$ cat src/rtl/can_fd_payload_rx_if.sv
// rtl/can_fd_payload_rx_if.sv - frame-control, bit-stream and byte-write signals of the CAN FD payload receiver
interface can_fd_payload_rx_if #(
  parameter int MAX_BYTES = 64
) ();
  localparam int AW = $clog2(MAX_BYTES);

  logic          start_i;
  logic [3:0]    dlc_i;
  logic          fd_i;
  logic          rtr_i;
  logic          bit_valid_i;
  logic          bit_i;
  logic          abort_i;
  logic [6:0]    data_len_o;
  logic          len_clip_o;
  logic          crc_sel_o;
  logic          crc21_o;
  logic          byte_we_o;
  logic [AW-1:0] byte_addr_o;
  logic [7:0]    byte_data_o;
  logic [6:0]    byte_cnt_o;
  logic          busy_o;
  logic          data_done_o;

  modport master (
    output start_i, dlc_i, fd_i, rtr_i, bit_valid_i, bit_i, abort_i,
    input  data_len_o, len_clip_o, crc_sel_o, crc21_o, byte_we_o, byte_addr_o,
           byte_data_o, byte_cnt_o, busy_o, data_done_o
  );

  modport slave (
    input  start_i, dlc_i, fd_i, rtr_i, bit_valid_i, bit_i, abort_i,
    output data_len_o, len_clip_o, crc_sel_o, crc21_o, byte_we_o, byte_addr_o,
           byte_data_o, byte_cnt_o, busy_o, data_done_o
  );
endinterface

$ cat src/rtl/can_fd_payload_rx.sv
// rtl/can_fd_payload_rx.sv - CAN FD data-field receiver: DLC decode, length clamp, CRC select, MSB-first byte assembly
module can_fd_payload_rx #(
  parameter int FD_EN     = 1,
  parameter int MAX_BYTES = 64
) (
  input  logic               clk,
  input  logic               rst_n,
  can_fd_payload_rx_if.slave bus
);
  localparam int AW = $clog2(MAX_BYTES);
  localparam logic [6:0] MAX_LEN = 7'(MAX_BYTES);

  typedef enum logic [1:0] {IDLE, DATA, DONE} state_t;

  state_t        state_q, state_d;
  logic [2:0]    bit_cnt_q, bit_cnt_d;
  logic [7:0]    shift_q, shift_d;
  logic [6:0]    byte_cnt_q, byte_cnt_d;
  logic [6:0]    len_q, len_d;
  logic          clip_q, clip_d;
  logic          crc_sel_q, crc_sel_d;
  logic          crc21_q, crc21_d;
  logic          we_q, we_d;
  logic [AW-1:0] addr_q, addr_d;
  logic [7:0]    data_q, data_d;
  logic          fd_eff;
  logic [6:0]    raw_len;

  // Unclamped length; FD frames have no remote form, so RTR only zeroes classic frames.
  always_comb begin
    fd_eff  = (FD_EN != 0) && bus.fd_i;
    raw_len = 7'd0;
    if (bus.dlc_i <= 4'd8) begin
      raw_len = {3'd0, bus.dlc_i};
    end else if (!fd_eff) begin
      raw_len = 7'd8;
    end else begin
      case (bus.dlc_i)
        4'd9:    raw_len = 7'd12;
        4'd10:   raw_len = 7'd16;
        4'd11:   raw_len = 7'd20;
        4'd12:   raw_len = 7'd24;
        4'd13:   raw_len = 7'd32;
        4'd14:   raw_len = 7'd48;
        default: raw_len = 7'd64;
      endcase
    end
    if (bus.rtr_i && !fd_eff) raw_len = 7'd0;
  end

  always_comb begin
    state_d    = state_q;
    bit_cnt_d  = bit_cnt_q;
    shift_d    = shift_q;
    byte_cnt_d = byte_cnt_q;
    len_d      = len_q;
    clip_d     = clip_q;
    crc_sel_d  = crc_sel_q;
    crc21_d    = crc21_q;
    we_d       = 1'b0;
    addr_d     = addr_q;
    data_d     = data_q;
    if (bus.abort_i) begin
      state_d    = IDLE;
      bit_cnt_d  = 3'd0;
      shift_d    = 8'd0;
      byte_cnt_d = 7'd0;
    end else if (bus.start_i) begin
      clip_d     = raw_len > MAX_LEN;
      len_d      = clip_d ? MAX_LEN : raw_len;
      crc21_d    = fd_eff && (raw_len > 7'd16);
      crc_sel_d  = fd_eff && (raw_len <= 7'd16);
      bit_cnt_d  = 3'd0;
      shift_d    = 8'd0;
      byte_cnt_d = 7'd0;
      state_d    = (len_d == 7'd0) ? DONE : DATA;
    end else begin
      case (state_q)
        DATA: begin
          if (bus.bit_valid_i) begin
            shift_d   = {shift_q[6:0], bus.bit_i};
            bit_cnt_d = bit_cnt_q + 3'd1;
            if (bit_cnt_q == 3'd7) begin
              we_d       = 1'b1;
              data_d     = shift_d;
              addr_d     = byte_cnt_q[AW-1:0];
              byte_cnt_d = byte_cnt_q + 7'd1;
              if (byte_cnt_d == len_q) state_d = DONE;
            end
          end
        end
        DONE:    state_d = IDLE;
        default: state_d = IDLE;
      endcase
    end
  end

  always_ff @(posedge clk or negedge rst_n) begin
    if (!rst_n) begin
      state_q    <= IDLE;
      bit_cnt_q  <= 3'd0;
      shift_q    <= 8'd0;
      byte_cnt_q <= 7'd0;
      len_q      <= 7'd0;
      clip_q     <= 1'b0;
      crc_sel_q  <= 1'b0;
      crc21_q    <= 1'b0;
      we_q       <= 1'b0;
      addr_q     <= '0;
      data_q     <= 8'd0;
    end else begin
      state_q    <= state_d;
      bit_cnt_q  <= bit_cnt_d;
      shift_q    <= shift_d;
      byte_cnt_q <= byte_cnt_d;
      len_q      <= len_d;
      clip_q     <= clip_d;
      crc_sel_q  <= crc_sel_d;
      crc21_q    <= crc21_d;
      we_q       <= we_d;
      addr_q     <= addr_d;
      data_q     <= data_d;
    end
  end

  // DONE is entered exactly when the final byte strobe (or the empty-frame decision) is registered.
  assign bus.data_len_o  = len_q;
  assign bus.len_clip_o  = clip_q;
  assign bus.crc_sel_o   = crc_sel_q;
  assign bus.crc21_o     = crc21_q;
  assign bus.byte_we_o   = we_q;
  assign bus.byte_addr_o = addr_q;
  assign bus.byte_data_o = data_q;
  assign bus.byte_cnt_o  = byte_cnt_q;
  assign bus.busy_o      = (state_q == DATA);
  assign bus.data_done_o = (state_q == DONE);
endmodule

$ cat src/flat_wrapper.sv
// flat-port wrapper written by rule: the top's interface ports become plain ports
module can_fd_payload_rx_flat 
#(
  parameter int FD_EN     = 1,
  parameter int MAX_BYTES = 64
)
  (clk, rst_n, bus_start_i, bus_dlc_i, bus_fd_i, bus_rtr_i, bus_bit_valid_i, bus_bit_i, bus_abort_i, bus_data_len_o, bus_len_clip_o, bus_crc_sel_o, bus_crc21_o, bus_byte_we_o, bus_byte_addr_o, bus_byte_data_o, bus_byte_cnt_o, bus_busy_o, bus_data_done_o);
  can_fd_payload_rx_if #(.MAX_BYTES(MAX_BYTES)) bus_i ();
  input  logic clk;
  input  logic rst_n;
  input wire logic [$bits(bus_i.start_i)-1:0] bus_start_i;
  input wire logic [$bits(bus_i.dlc_i)-1:0] bus_dlc_i;
  input wire logic [$bits(bus_i.fd_i)-1:0] bus_fd_i;
  input wire logic [$bits(bus_i.rtr_i)-1:0] bus_rtr_i;
  input wire logic [$bits(bus_i.bit_valid_i)-1:0] bus_bit_valid_i;
  input wire logic [$bits(bus_i.bit_i)-1:0] bus_bit_i;
  input wire logic [$bits(bus_i.abort_i)-1:0] bus_abort_i;
  output wire logic [$bits(bus_i.data_len_o)-1:0] bus_data_len_o;
  output wire logic [$bits(bus_i.len_clip_o)-1:0] bus_len_clip_o;
  output wire logic [$bits(bus_i.crc_sel_o)-1:0] bus_crc_sel_o;
  output wire logic [$bits(bus_i.crc21_o)-1:0] bus_crc21_o;
  output wire logic [$bits(bus_i.byte_we_o)-1:0] bus_byte_we_o;
  output wire logic [$bits(bus_i.byte_addr_o)-1:0] bus_byte_addr_o;
  output wire logic [$bits(bus_i.byte_data_o)-1:0] bus_byte_data_o;
  output wire logic [$bits(bus_i.byte_cnt_o)-1:0] bus_byte_cnt_o;
  output wire logic [$bits(bus_i.busy_o)-1:0] bus_busy_o;
  output wire logic [$bits(bus_i.data_done_o)-1:0] bus_data_done_o;
  assign bus_i.start_i = bus_start_i;
  assign bus_i.dlc_i = bus_dlc_i;
  assign bus_i.fd_i = bus_fd_i;
  assign bus_i.rtr_i = bus_rtr_i;
  assign bus_i.bit_valid_i = bus_bit_valid_i;
  assign bus_i.bit_i = bus_bit_i;
  assign bus_i.abort_i = bus_abort_i;
  assign bus_data_len_o = bus_i.data_len_o;
  assign bus_len_clip_o = bus_i.len_clip_o;
  assign bus_crc_sel_o = bus_i.crc_sel_o;
  assign bus_crc21_o = bus_i.crc21_o;
  assign bus_byte_we_o = bus_i.byte_we_o;
  assign bus_byte_addr_o = bus_i.byte_addr_o;
  assign bus_byte_data_o = bus_i.byte_data_o;
  assign bus_byte_cnt_o = bus_i.byte_cnt_o;
  assign bus_busy_o = bus_i.busy_o;
  assign bus_data_done_o = bus_i.data_done_o;
  can_fd_payload_rx #(.FD_EN(FD_EN), .MAX_BYTES(MAX_BYTES)) u_core (.clk(clk), .rst_n(rst_n), .bus(bus_i));
endmodule
$ cat config.mk
export PLATFORM = sky130hd
export DESIGN_NAME = can_fd_payload_rx_flat
export DESIGN_NICKNAME = d
export VERILOG_FILES = /design/src/rtl/can_fd_payload_rx_if.sv /design/src/rtl/can_fd_payload_rx.sv /design/src/flat_wrapper.sv
export SDC_FILE = /design/constraint.sdc
export NUM_CORES = 1
export LEC_CHECK = 0
export CORE_AREA = 2 2 91 58
export CTS_CLUSTER_DIAMETER = 80
export CTS_CLUSTER_SIZE = 14
export DETAILED_ROUTE_END_ITERATION = 12
export DIE_AREA = 0 0 93 60
export PLACE_DENSITY = 0.73
export REMOVE_ABC_BUFFERS = 1
export SYNTH_ARGS = -nofsm -noshare
export SYNTH_HDL_FRONTEND = slang
export SYNTH_SLANG_ARGS = --single-unit
$ cat constraint.sdc
create_clock -name clk -period 2.23 [get_ports clk]
set_clock_uncertainty 0.2 [all_clocks]
set_input_delay 0.3345 -clock clk [delete_from_list [all_inputs] [get_ports clk]]
set_output_delay 0.3345 -clock clk [all_outputs]
set_load 0.02 [all_outputs]
**Placed cells, one color a class**

Scale bar: 20 µm.
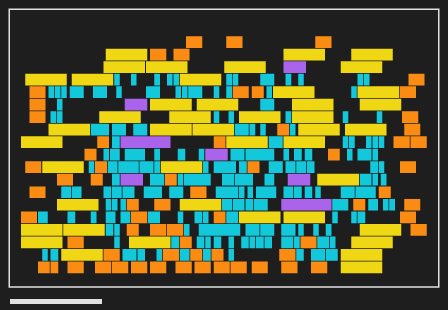
clock drivers and dummy loads -> purple  # cells 7, share of their area 4.6%
other buffers and delay cells -> orange  # cells 65, share of their area 21%
flops -> yellow  # cells 44, share of their area 39%
all other logic -> cyan  # cells 163, share of their area 34%

==> job_summary.md <==
## Synthesis and layout report

| Metric | Value |
|---|---|
| Crit-path cells | ha_4 > xnor2_2 > nand2_1 > or4_4 > or4_4 > a21oi_2 |
| Result of the run | finished, violations left |
| P_int | 0.001344 W |
| Antenna Cells | 0 |
| Chip area | approximately 0.0056 mm² |
| Latency at later pin | 290 ps |
| Yosys stat cell total | 220 |
| Clk pwr | about 0.00071 W |
| Number of cell rows | 20 |
| Post-synthesis simple-gate area fraction | 0.2163 |
| RSZ-0062 raised after global routing | true |
| Switching part of the total | 0.2243 |
| Main flop type | dfrtp_1 |
| Vias in the first global route | 1,668 |
| Failing checks | negative setup slack |
| Final period util | 1.014 |
| Final hold viol count | 0 |
| Post-synthesis cell type count | 36 |
| Max Buffers Root-to-Sink | 2 |
| Logic inverters | 4 |
| Layout Nets | 294 |
| Met2 Wirelength | 2.115 mm |
| Total power | ~0.0017 W |
| Worst setup margin | -31.67 ps |
| TritonCTS Sinks | ~44 |
| Post-Route Utilization | 0.5979 |
| Layout area overhead | 39.91% |
| Post-synth seq share | 0.5363 |
| Die span in y | about 60 µm |
| Slew Limit Fails | 0 |
| Drt first-iter violations | 88 |
| Post-CTS repair timing setup buffer count | 0 |
| Top-count cell post-synth | nand2_1 |
| H-tree Lvls | 2 |
| Clock transition at the registers of the reported paths | 80 ps |
| Setup-failing EPs final | 1 |
| Sequential power share | 0.481 |
| First-pass GRT wire length | 8.521 mm |
| # placed instances | about 340 |
| YS chip area | 0.002053 mm² |
| Slowest Stage Delay on Critical Path | approximately 530 ps |
| Biggest area cells | dfrtp_1, nand2_1, a22o_1 |
| Logic area | about 950 µm² |
| Hold Crit Depth | 2 |
| FMAX | 442.2 MHz |
| Core area | 0.004805 mm² |
| Setup crit end | u_core.state_q[1] |
| Compound Share, Synth | 0.1426 |
| Worst hold endpoint | u_core.bus.byte_addr_o[1] |
| Log Warnings | 26 |
| Non-clk bufs | roughly 65 |
| Routed len/inst | 14.31 µm |
| Seq/total area | 0.3833 |
| Yosys warning tally | 0 |
| Register-to-Register Path Depth | 6 |
| CTS buffer count | 5 |
| Dominant kind of combinational cell | simple AND/OR/NAND/NOR gates |
| Critical Path RT | 2250 ps |
| Worst-Margin Slew | about 550 ps |
| Cells after Synth | 220 |
| CP Capture Type | register |
| Worst slew margin | 0.6339 |
| PD cells | 603.2 mW/mm² |
| Post-Synth Adder-Cell Area | 0.02316 |
| Combinational share of cell area | 0.3297 |
| Global routing's busiest layer | met1 |
| Combinational share of power | 0.112 |
| Vias per std cell | around 5 |
| CP arrival | 2290 ps |
| Vias | 1,737 |
| Post-synth EDFFs | 0 |
| Hold path start | u_core.bus.byte_addr_o[1] |
| Leak Pwr | about 1.3 nW |
| Crit-path max FO | 2 |
| Wl on met1 | about 2.6 mm |
| Top Ports | 46 |
| # resized after CTS | 5 |
| Flop-to-flop setup slack | -30 ps |
| Layout clock buffer count | 5 |
| Initial antenna violation count | 0 |
| Critical path's most frequent cell | or4_4 |
| Top Consumer | registers |
| Sw Pwr | 0.0003886 W |
**Metal layers overlaid**

Scale bar: 20 µm. Only two layers are drawn.
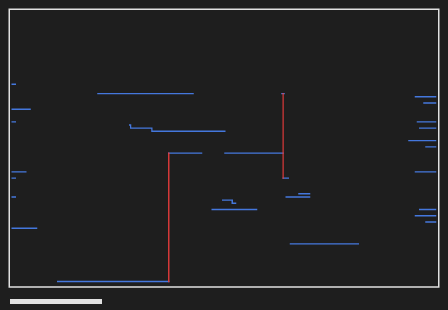
met3 -> blue  # wire length 175 µm
met4 -> red  # wire length 46.2 µm

Power and IR drop assume default switching activity.
